## config.mk

```make
export PLATFORM = sky130hd
export DESIGN_NAME = dcache
export DESIGN_NICKNAME = d
export VERILOG_FILES = /design/src/rtl/dcache.sv
export SDC_FILE = /design/constraint.sdc
export NUM_CORES = 1
export LEC_CHECK = 0
export ABC_AREA = 1
export CORE_ASPECT_RATIO = 2
export CORE_UTILIZATION = 57
export DETAILED_ROUTE_END_ITERATION = 12
export MAX_ROUTING_LAYER = met4
export PLACE_DENSITY = 0.86
export RECOVER_POWER = 100
export SETUP_SLACK_MARGIN = 0.2
export SKIP_CTS_REPAIR_TIMING = 1
export SLEW_MARGIN = 40
export SYNTH_ARGS = -nofsm -noshare
export SYNTH_HDL_FRONTEND = slang
export SYNTH_SLANG_ARGS = --single-unit
```

## constraint.sdc

```tcl
create_clock -name CLK -period 5.4 [get_ports CLK]
set_input_delay 0.54 -clock CLK [delete_from_list [all_inputs] [get_ports CLK]]
set_output_delay 0.54 -clock CLK [all_outputs]
set_load 0.02 [all_outputs]
```

## src/rtl/dcache.sv

```systemverilog
// dcache: direct-mapped, write-back data cache, 8 blocks x 4 bytes.
// Address split: tag[7:5] | index[4:2] | offset[1:0].
// A miss stalls the CPU (BUSYWAIT). The victim block is written back if it is
// dirty, then the requested block is fetched and installed.
// Optional build macro: DCACHE_STATS_EN adds saturating hit/miss counters.
module dcache (
    input  logic        CLK,
    input  logic        RESET,
    input  logic        READ,
    input  logic        WRITE,
    input  logic [7:0]  ADDRESS,
    input  logic [7:0]  WRITEDATA,
    output logic [7:0]  READDATA,
    output logic        BUSYWAIT,
    output logic        MEM_READ,
    output logic        MEM_WRITE,
    output logic [5:0]  MEM_ADDRESS,
    output logic [31:0] MEM_WRITEDATA,
    input  logic [31:0] MEM_READDATA,
    input  logic        MEM_BUSYWAIT
`ifdef DCACHE_STATS_EN
    ,
    output logic [15:0] HIT_COUNT,
    output logic [15:0] MISS_COUNT
`endif
);

    typedef enum logic [1:0] {
        IDLE      = 2'd0,
        WRITEBACK = 2'd1,
        FETCH     = 2'd2,
        UPDATE    = 2'd3
    } state_t;

    state_t state;
    state_t next_state;

    // Per-block status and storage.
    logic [7:0]  valid;
    logic [7:0]  dirty;
    logic [2:0]  tags   [8];
    logic [31:0] blocks [8];

    // Block captured from memory at the end of FETCH, installed in UPDATE.
    logic [31:0] fetch_buf;

    // Address fields of the current CPU request.
    logic [2:0] addr_tag;
    logic [2:0] addr_index;
    logic [1:0] addr_offset;

    assign addr_tag    = ADDRESS[7:5];
    assign addr_index  = ADDRESS[4:2];
    assign addr_offset = ADDRESS[1:0];

    logic        request;
    logic        hit;
    logic        write_hit;
    logic [31:0] sel_block;
    logic [7:0]  sel_byte;

    // A simultaneous READ and WRITE is served as a read, so a store only
    // happens when READ is low.
    assign request   = READ | WRITE;
    assign hit       = valid[addr_index] && (tags[addr_index] == addr_tag);
    assign write_hit = (state == IDLE) && WRITE && !READ && hit && !RESET;
    assign sel_block = blocks[addr_index];
    assign sel_byte  = sel_block[{addr_offset, 3'b000} +: 8];

    // Load data and stall are combinational so a hit costs no cycles.
    assign READDATA = (!RESET && READ && hit) ? sel_byte : 8'h00;
    assign BUSYWAIT = !RESET && request && !((state == IDLE) && hit);

    // State register.
    // NOTE: sequential state is always updated with non-blocking (<=)
    // assignments so every flop samples pre-edge values, independent of
    // process evaluation order.
    always_ff @(posedge CLK) begin
        if (RESET) begin
            state <= IDLE;
        end else begin
            state <= next_state;
        end
    end

    // Next-state logic and memory-side outputs, decoded from state.
    // NOTE: every signal written here gets a default first; a path that
    // leaves one unassigned would infer a latch.
    always_comb begin
        next_state    = state;
        MEM_READ      = 1'b0;
        MEM_WRITE     = 1'b0;
        MEM_ADDRESS   = 6'h00;
        MEM_WRITEDATA = 32'h0000_0000;
        case (state)
            IDLE: begin
                if (request && !hit) begin
                    if (valid[addr_index] && dirty[addr_index]) begin
                        next_state = WRITEBACK;
                    end else begin
                        next_state = FETCH;
                    end
                end
            end
            WRITEBACK: begin
                MEM_WRITE     = 1'b1;
                MEM_ADDRESS   = {tags[addr_index], addr_index};
                MEM_WRITEDATA = blocks[addr_index];
                if (!MEM_BUSYWAIT) begin
                    next_state = FETCH;
                end
            end
            FETCH: begin
                MEM_READ    = 1'b1;
                MEM_ADDRESS = {addr_tag, addr_index};
                if (!MEM_BUSYWAIT) begin
                    next_state = UPDATE;
                end
            end
            UPDATE: begin
                next_state = IDLE;
            end
            default: begin
                next_state = IDLE;
            end
        endcase
    end

    // Valid and dirty bits: cleared by reset, set by fill and store hits.
    always_ff @(posedge CLK) begin
        if (RESET) begin
            valid <= 8'h00;
            dirty <= 8'h00;
        end else if (state == UPDATE) begin
            valid[addr_index] <= 1'b1;
            dirty[addr_index] <= 1'b0;
        end else if (write_hit) begin
            dirty[addr_index] <= 1'b1;
        end
    end

    // Data/tag arrays and the fetch buffer.
    // NOTE: these arrays are deliberately not reset; the valid bits make
    // their contents irrelevant after reset, and leaving them unreset lets
    // them map onto plain storage.
    always_ff @(posedge CLK) begin
        if (!RESET) begin
            if ((state == FETCH) && !MEM_BUSYWAIT) begin
                fetch_buf <= MEM_READDATA;
            end
            if (state == UPDATE) begin
                blocks[addr_index] <= fetch_buf;
                tags[addr_index]   <= addr_tag;
            end else if (write_hit) begin
                blocks[addr_index][{addr_offset, 3'b000} +: 8] <= WRITEDATA;
            end
        end
    end

`ifdef DCACHE_STATS_EN
    // The IDLE cycle right after a fill re-serves the missed access, so it
    // is not counted as a fresh hit.
    logic filled;
    logic hit_event;
    logic miss_event;

    assign hit_event  = (state == IDLE) && request && hit && !filled;
    assign miss_event = (state == IDLE) && request && !hit;

    // Saturating hit/miss counters.
    always_ff @(posedge CLK) begin
        if (RESET) begin
            filled     <= 1'b0;
            HIT_COUNT  <= 16'h0000;
            MISS_COUNT <= 16'h0000;
        end else begin
            filled <= (state == UPDATE);
            if (hit_event && (HIT_COUNT != 16'hFFFF)) begin
                HIT_COUNT <= HIT_COUNT + 16'h0001;
            end
            if (miss_event && (MISS_COUNT != 16'hFFFF)) begin
                MISS_COUNT <= MISS_COUNT + 16'h0001;
            end
        end
    end
`endif

endmodule

```

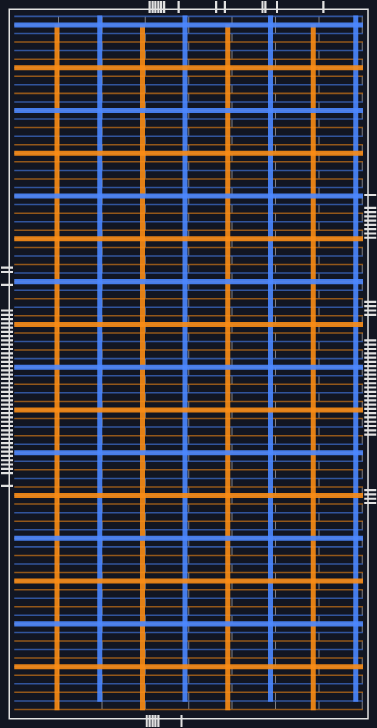
Figure 1: run 1, floorplan with the power grid.
Pins as bars on the die edge. Tap cells in grey.
| net | colour |
|---|---|
| VDD | blue |
| VSS | orange |
met4 straps: 8
met1 rails: 82
met5 straps: 16
VDD IR-drop max: 0.000303 V
Die Ht: 225 um
die x size: 114 um

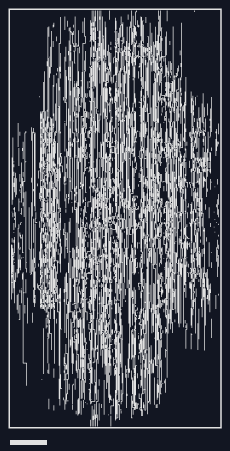
Figure 2: run 1, M2 wires.
Scale bar: 20 um.
share of all routed wire: 51%
wire length on this layer: 19,700 um
longest straight run: 85.7 um
main direction: vertical
total wire length: 38,700 um
met2 Track Usage GR: 54.9%
vias: 10.3k

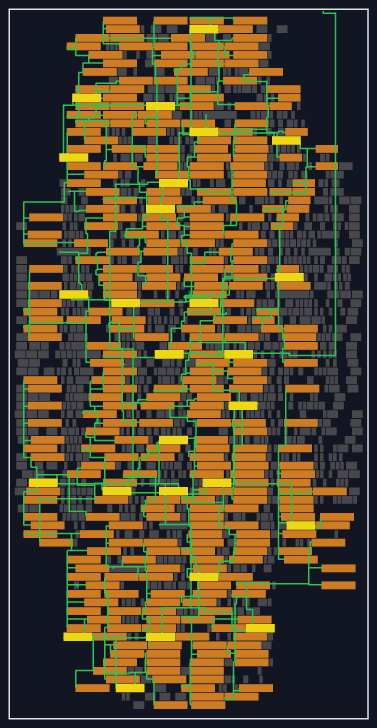
Figure 3: run 1, clock distribution.
[cells driving clock nets] yellow | count: 26
[flip-flops] orange | count: 330
[clock wires] green | length: 3,310 um
routed clock nets: 27
P_clk: 2010 uW
clock latency on the worst-skew pair: 0.56 ns
Clock power frac: 35.9%
Setup Skew: 0.0168 ns

==> flow_metrics.py, run 1 <==
# Generated from Yosys and OpenROAD reports
metrics = {
    "status": {
        "status": "complete, but fails checks",
        "violations": "max-capacitance violations, max-slew violations",
    },
    "routing": {
        "wl_per_cell_um": 23.2,
        "vias_per_cell": 6.22,
        "drt_first_pass_iters": 7,
        "drc": 0,
        "antenna_left": 0,
        "drt-initial-drc-count": 1118,
    },
    "setup_path": {
        "r2r_slack_ns": 1.75,
        "critPathArrivalTime_ns": 4.41,
        "critical_path_class": "in -> out",
        "crit_fanout": 29,
        "reg2reg_from": "tags[6][2]",
        "critPathCaptureType": "output port",
        "ff2ff_path_depth": 11,
        "required_ns": 4.86,
        "cp-endpoint": "READDATA[3]",
        "reg2reg_to": "blocks[0][28]",
        "cp-startpoint": "ADDRESS[2]",
        "crit_path_start_kind": "input port",
    },
    "timing": {
        "max-slew-margin-rel_pct": -28.6,
        "slew_violations": 33,
        "setup_slack_ns": 0.447,
        "min_period_ns": 4.95,
        "timing_hold_violations_final": 0,
        "fin_crit_sh_pct": 91.7,
        "fin_tns_setup_ns": 0,
        "worst_pin_slew_ns": 1.93,
        "setup-violations-final": 0,
    },
    "yosys": {
        "postSynthSeqShare_pct": 68.6,
        "syn_area_mm2": 0.0142,
        "topCombFamilyByArea": "simple AND/OR/NAND/NOR gates",
        "synthAoiAreaFrac_pct": 8.33,
        "yosysWarnings": 0,
        "ys_seq_elements": 330,
        "simple_gate_share_pct": 17.1,
        "synth_nets": 1288,
        "syn_inst": 1226,
        "ys_sh_adder_pct": 0.794,
        "yosys-mux-area-fraction_pct": 0,
        "ys_cells": 1226,
        "synth_xor_xnor_area_share_pct": 0,
        "yosys-stat-area_mm2": 0.0142,
    },
    "die": {
        "die_area_mm2": 0.0256,
        "num_rows": 81,
        "core_mm2": 0.0244,
        "num_io_pins": 102,
        "fp_util_pct": 58.1,
    },
    "final_layout": {
        "fill_cells": 1711,
        "ff_latch_area_mm2": 0.00973,
        "diodes": 0,
        "lay_top_cells": "333 x nand2_1, 312 x edfxtp_1, 95 x inv_1",
        "logic_area_mm2": 0.00357,
        "final_layout_size_suffix_gt1_share_pct": 6.53,
        "nNetsFinal": 1374,
        "mostFrequentLayoutCell": "nand2_1",
    },
    "pwr": {
        "seqPwrFrac_pct": 51.6,
        "switching_share_pct": 25.1,
        "leakage_uw": 0.00593,
        "power_switching_uw": 1400,
        "p_total_uw": 5590,
        "pwr_density_cell_mw_per_mm2": 345,
        "internal_power_uw": 4180,
        "power_frac_comb_pct": 12.5,
    },
    "global_routing": {
        "grt_use_total_pct": 32.1,
        "grt_pass1_wl_um": 57700,
        "grt_max_degree": 45,
        "grt_overflow_total": 0,
    },
    "placed_design": {
        "hpwl_um": 26300,
        "place_ws_ns": 0.970,
        "gp_congestion": 0.915,
        "io_buffer_count": 101,
    },
    "flow_run": {
        "cap_violations": 1,
        "openroad.warnings": 33,
    },
    "clock_network": {
        "clk_pin_slew_ns": 0.07,
        "cts_sinks": 330,
        "h-tree-depth": 1,
        "cts_buffer_depth": 3,
        "cts_made_buffers": 26,
        "cts_tree": "done",
        "cts-root-buf": "clkbuf_16",
    },
    "worst_hold_path": {
        "min_path_type": "reg -> reg",
    },
}
==> run 1: worst max-delay path: stages <==
cell and delay, ns:
dlygate4sd3_1 1.07, inv_6 0.16, nor2_2 0.18, clkbuf_2 0.75, a22o_1 0.28, inv_1 0.06
nand4_1 0.23, o211ai_1 0.19, a21oi_1 0.23, dlygate4sd3_1 0.71
==> run 1: area by class of cell <==
type	instances	share of cell area, %
clock inverters	21	1.38
well taps	332	2.57
flip-flops and latches	330	60.1
repair buffers	125	7.26
inverters	103	2.44
clock buffers	27	4.18
multi-input cells	726	22.0
==> run 1: metal layers <==
metal | track usage [%] | up-vias | part of all wire (%) | routed length (um)
li1 | - | 4483 | - | -
met1 | 33.3 | 4872 | 31 | 12000
met2 | 54.9 | 750 | 51 | 19700
met3 | 5.24 | 240 | 9.5 | 3680
met4 | 22.6 | 0 | 8.5 | 3300
met5 | - | - | 0 | 0
==> run 1: flip-flops by register name, summed over array words and instances, names as in the netlist, named ones only <==
register   count
blocks       256
fetch_buf     32
state          2
tags          24
valid          8
==> run 1: power by group through the flow <==
stage	clock network, uW	registers, uW	logic, uW
after global placement	0	2930	704
after CTS	2000	2880	724
after floorplan	0	2930	413
final	2010	2880	699
after detailed placement	0	2940	719
after global routing	2090	2880	749
==> run 1: cells in the mapped netlist <==
cell	number	area, um2
a21oi_2	32	280
buf_4	1	7.51
nand2_1	332	1250
inv_6	1	8.76
o211ai_1	8	60.1
nor3_1	14	70.1
o21ai_0	16	80.1
nor2_4	1	11.3
a31oi_1	4	25.0
a221oi_1	18	158
and3_1	9	56.3
a21oi_1	34	170
clkbuf_1	34	128
inv_1	96	360
nand4_4	4	85.1
clkinv_1	4	15.0
inv_4	1	6.26
buf_6	8	90.1
edfxtp_1	312	9370
a22o_1	12	105
buf_1	8	30.0
dfxtp_1	18	360
buf_2	16	80.1
nor2_1	86	323
nand3b_1	1	7.51
o21ai_1	3	15.0
a22oi_1	18	135
nor2_2	4	25.0
o21bai_1	1	7.51
o2bb2ai_1	3	26.3
o22ai_1	13	81.3
or2_2	4	25.0
nand4_1	54	338
nand2_2	1	6.26
inv_2	1	3.75
nand3_1	35	175
a211oi_1	5	37.5
nor3_2	1	10.0
nand3_2	3	30.0
ha_1	9	113
nor2_8	1	20.0
==> run 1: through the flow <==
step / util, % / std cells / area (um2) / hold WS, ns
after detailed placement: 63.4 / 1616 / 15500 / 0.451
after global routing: 66.2 / 1664 / 16200 / 0.496
after global placement: 63.3 / 1616 / 15500 / 0.443
after floorplan: - / 1226 / 14200 / 0.428
final: 66.2 / 1664 / 16200 / 0.466
after CTS: 67.1 / 1664 / 16400 / 0.463
==> run 1: worst min-delay path by stage <==
stage               end  slack, ns  cells after the start
6_report           flop       0.47                      2
5_1_grt            flop       0.50                      2
4_1_cts            flop       0.46                      2
3_5_place_dp   valid[1]       0.45                      2
3_3_place_gp       flop       0.44                      2
2_1_floorplan  valid[1]       0.43                      2
Figure 4. Cells coloured by class (run 1).
Scale bar: 20 um. Fill, decap, tap and diode cells in grey.
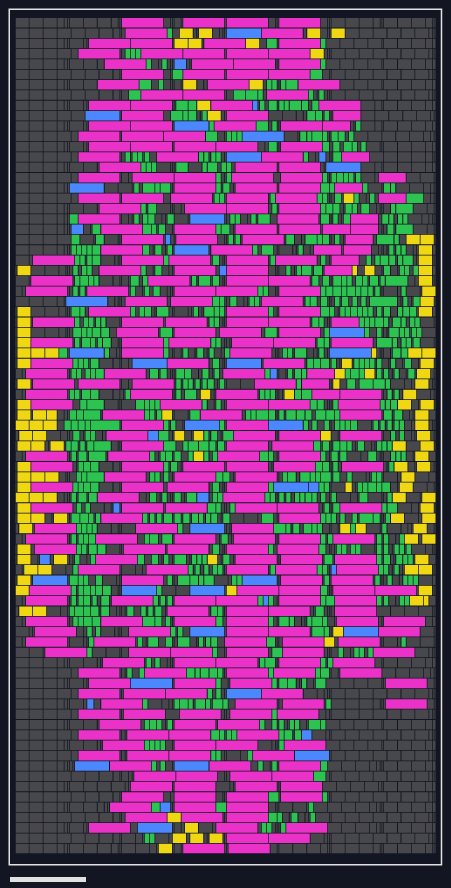

--- run 2 (diff from run 1) ---
- CORE_MARGIN: default -> 2
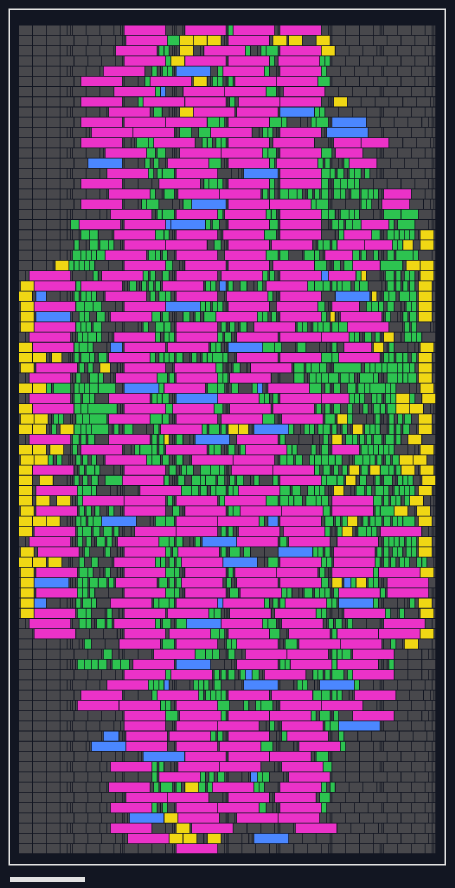
Figure 5: run 2, cells coloured by class.
Scale bar: 20 um. Fill, decap, tap and diode cells in grey.
| class | colour | cells | share of their area |
|---|---|---|---|
| all other logic | green | 829 | 25% |
| other buffers and delay cells | yellow | 123 | 7.4% |
| clock drivers and dummy loads | blue | 46 | 5.6% |
| flip-flops | magenta | 330 | 62% |
core area: 0.0244 mm2
Finished Core Util: 66.1%

==> run 2 against run 1 <==
  * The flow still finishes with violations (max-capacitance violations, max-slew violations)
  * Clock power about the same
  * Clock skew rose by 0.0029 ns
  * Synthesized cell count stayed put
  * Flip-flop count is the same
  * Critical path type unchanged
  * Largest cell class unchanged
  * Largest power group unchanged
  * Highest routed layer unchanged
==> flow_metrics.py, run 2 <==
# Generated from Yosys and OpenROAD reports
metrics = {
    "status": {
        "status": "complete, but fails checks",
        "violations": "max-capacitance violations, max-slew violations",
    },
    "clock_network": {
        "h-tree-depth": 1,
        "clk_pin_slew_ns": 0.07,
        "cts_sinks": 330,
        "cts_made_buffers": 26,
    },
    "global_routing": {
        "grt_use_total_pct": 31.6,
    },
    "timing": {
        "slew_violations": 116,
        "setup_slack_ns": 0.555,
        "min_period_ns": 4.84,
    },
    "pwr": {
        "power_frac_comb_pct": 12.7,
        "internal_power_uw": 4180,
        "ir_drop_v": 0.000293,
        "switching_share_pct": 25.0,
        "leakage_uw": 0.00592,
        "seqPwrFrac_pct": 51.7,
        "power_switching_uw": 1390,
    },
    "yosys": {
        "synth_nets": 1288,
        "yosysWarnings": 0,
        "top_area_cell": "edfxtp_1",
        "top_cell": "nand2_1",
        "top_cells_by_area": "edfxtp_1 66%, nand2_1 8.8%, dfxtp_1 2.5%",
        "yosys-stat-area_mm2": 0.0142,
        "synth-async-reset-ratio_pct": 0,
        "ys_seq_elements": 330,
        "syn_inst": 1226,
        "syn_area_mm2": 0.0142,
        "postSynthSeqShare_pct": 68.6,
    },
    "routing": {
        "vias_per_cell": 6.22,
        "vias": 10300,
        "wl_per_cell_um": 23.7,
    },
    "final_layout": {
        "top_register": "blocks",
        "ff_latch_area_mm2": 0.00973,
        "fill_cells": 1728,
        "nNetsFinal": 1372,
        "logic_area_mm2": 0.00357,
        "final_cells": 1660,
        "reg_top3": "blocks (256), fetch_buf (32), tags (24)",
    },
    "setup_path": {
        "cp_slowest_cell": "dlygate4sd3_1",
        "crit_fanout": 16,
        "cp_num_cells": 13,
        "crit_buf_inv": 6,
        "critical_path_class": "in -> out",
        "crit_path_cell_trace": "dlygate4sd3_1, buf_4, nand3_1, inv_1, buf_4, a22oi_1, and3_1, nand2_1, inv_1, nand2_1, nand3_1, a21oi_1, dlygate4sd3_1",
        "cp-endpoint": "READDATA[1]",
        "required_ns": 4.86,
        "critPathArrivalTime_ns": 4.30,
        "reg2reg_from": "tags[2][1]",
        "cp-startpoint": "ADDRESS[2]",
        "reg2reg_to": "blocks[6][31]",
        "cp_top_family": "buffers and inverters",
    },
    "flow_run": {
        "openroad.warnings": 34,
        "cap_violations": 3,
    },
    "placed_design": {
        "gp_congestion": 1.10,
        "hpwl_um": 26500,
        "dpl-instance-area_mm2": 0.0155,
        "io_buffer_count": 101,
    },
    "worst_hold_path": {
        "min_path_type": "reg -> reg",
    },
    "die": {
        "die_x_um": 116,
        "die_h_um": 227,
    },
}
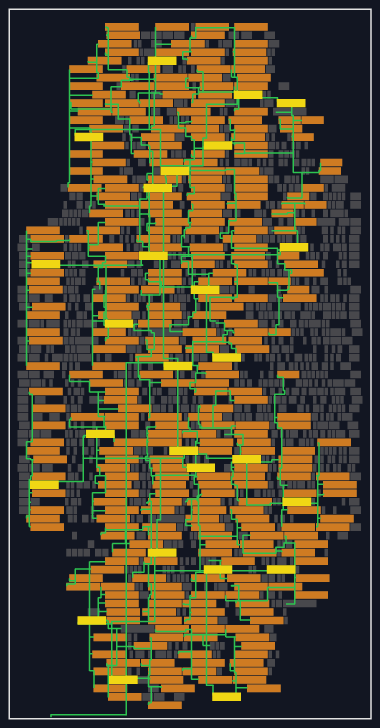
Figure 6: run 2, clock distribution.
[clock wires] green | length: 3,190 um
[cells driving clock nets] yellow | count: 26
[flip-flops] orange | count: 330
routed clock nets: 27
P_clk: 1980 uW
Setup Skew: 0.0196 ns
clock latency on the worst-skew pair: 0.55 ns
Clock power frac: 35.6%

==> run 2: final cells by class <==
type                            instances  share of cell area, %
Clock buffer                           29                   4.23
Multi-Input combinational cell        726                   22.1
Clock inverter                         17                   1.24
Inverter                              103                   2.44
Timing Repair Buffer                  123                   7.19
Sequential cell                       330                   60.2
Tap cell                              332                   2.57
==> run 2: cells by family after synthesis <==
family,Yosys count,share of synthesized area [%]
AOI/OAI and AO/OA,167,8.33
buffers and inverters,170,5.14
and+or+nand+nor,550,17.1
adders and majority gates,9,0.794
DFF,330,68.6
==> run 2: worst min path at each step <==
stage,startpoint,end,slack [ns],cells past startpoint
global route,flop,flop,0.49,2
floorplan,valid[1],valid[1],0.43,2
detailed placement,valid[3],valid[3],0.45,2
finish,flop,flop,0.46,2
CTS,flop,flop,0.47,2
global placement,flop,flop,0.44,2
==> run 2: through the flow <==
step | util [%] | power, uW
3_3_place_gp | 63.3 | 3650
5_1_grt | 66.1 | 5710
2_1_floorplan | - | 3340
4_1_cts | 66.9 | 5590
6_report | 66.1 | 5570
3_5_place_dp | 63.3 | 3660
==> run 2: worst min-delay path, delay by kind of cell, from the launching register on <==
| family | cells | cell delay [ns] |
|---|---|---|
| buffers and inverters | 1 | 0.06 |
| AOI/OAI and AO/OA | 1 | 0.06 |
| DFF | 1 | 0.30 |
==> run 2: power groups by stage <==
stage / logic, uW / registers (uW) / clock network, uW
6_report: 710 / 2880 / 1980
3_5_place_dp: 728 / 2940 / 0
5_1_grt: 755 / 2880 / 2070
2_1_floorplan: 413 / 2930 / 0
4_1_cts: 733 / 2880 / 1980
3_3_place_gp: 715 / 2930 / 0
==> run 2: layer usage <==
layer	global-route usage, %	part of all wire (%)
met2	53.4	51
met5	-	0
met3	5.06	9.9
met4	21.0	8.6
met1	33.6	31
Power is estimated from default activity; no workload was simulated.
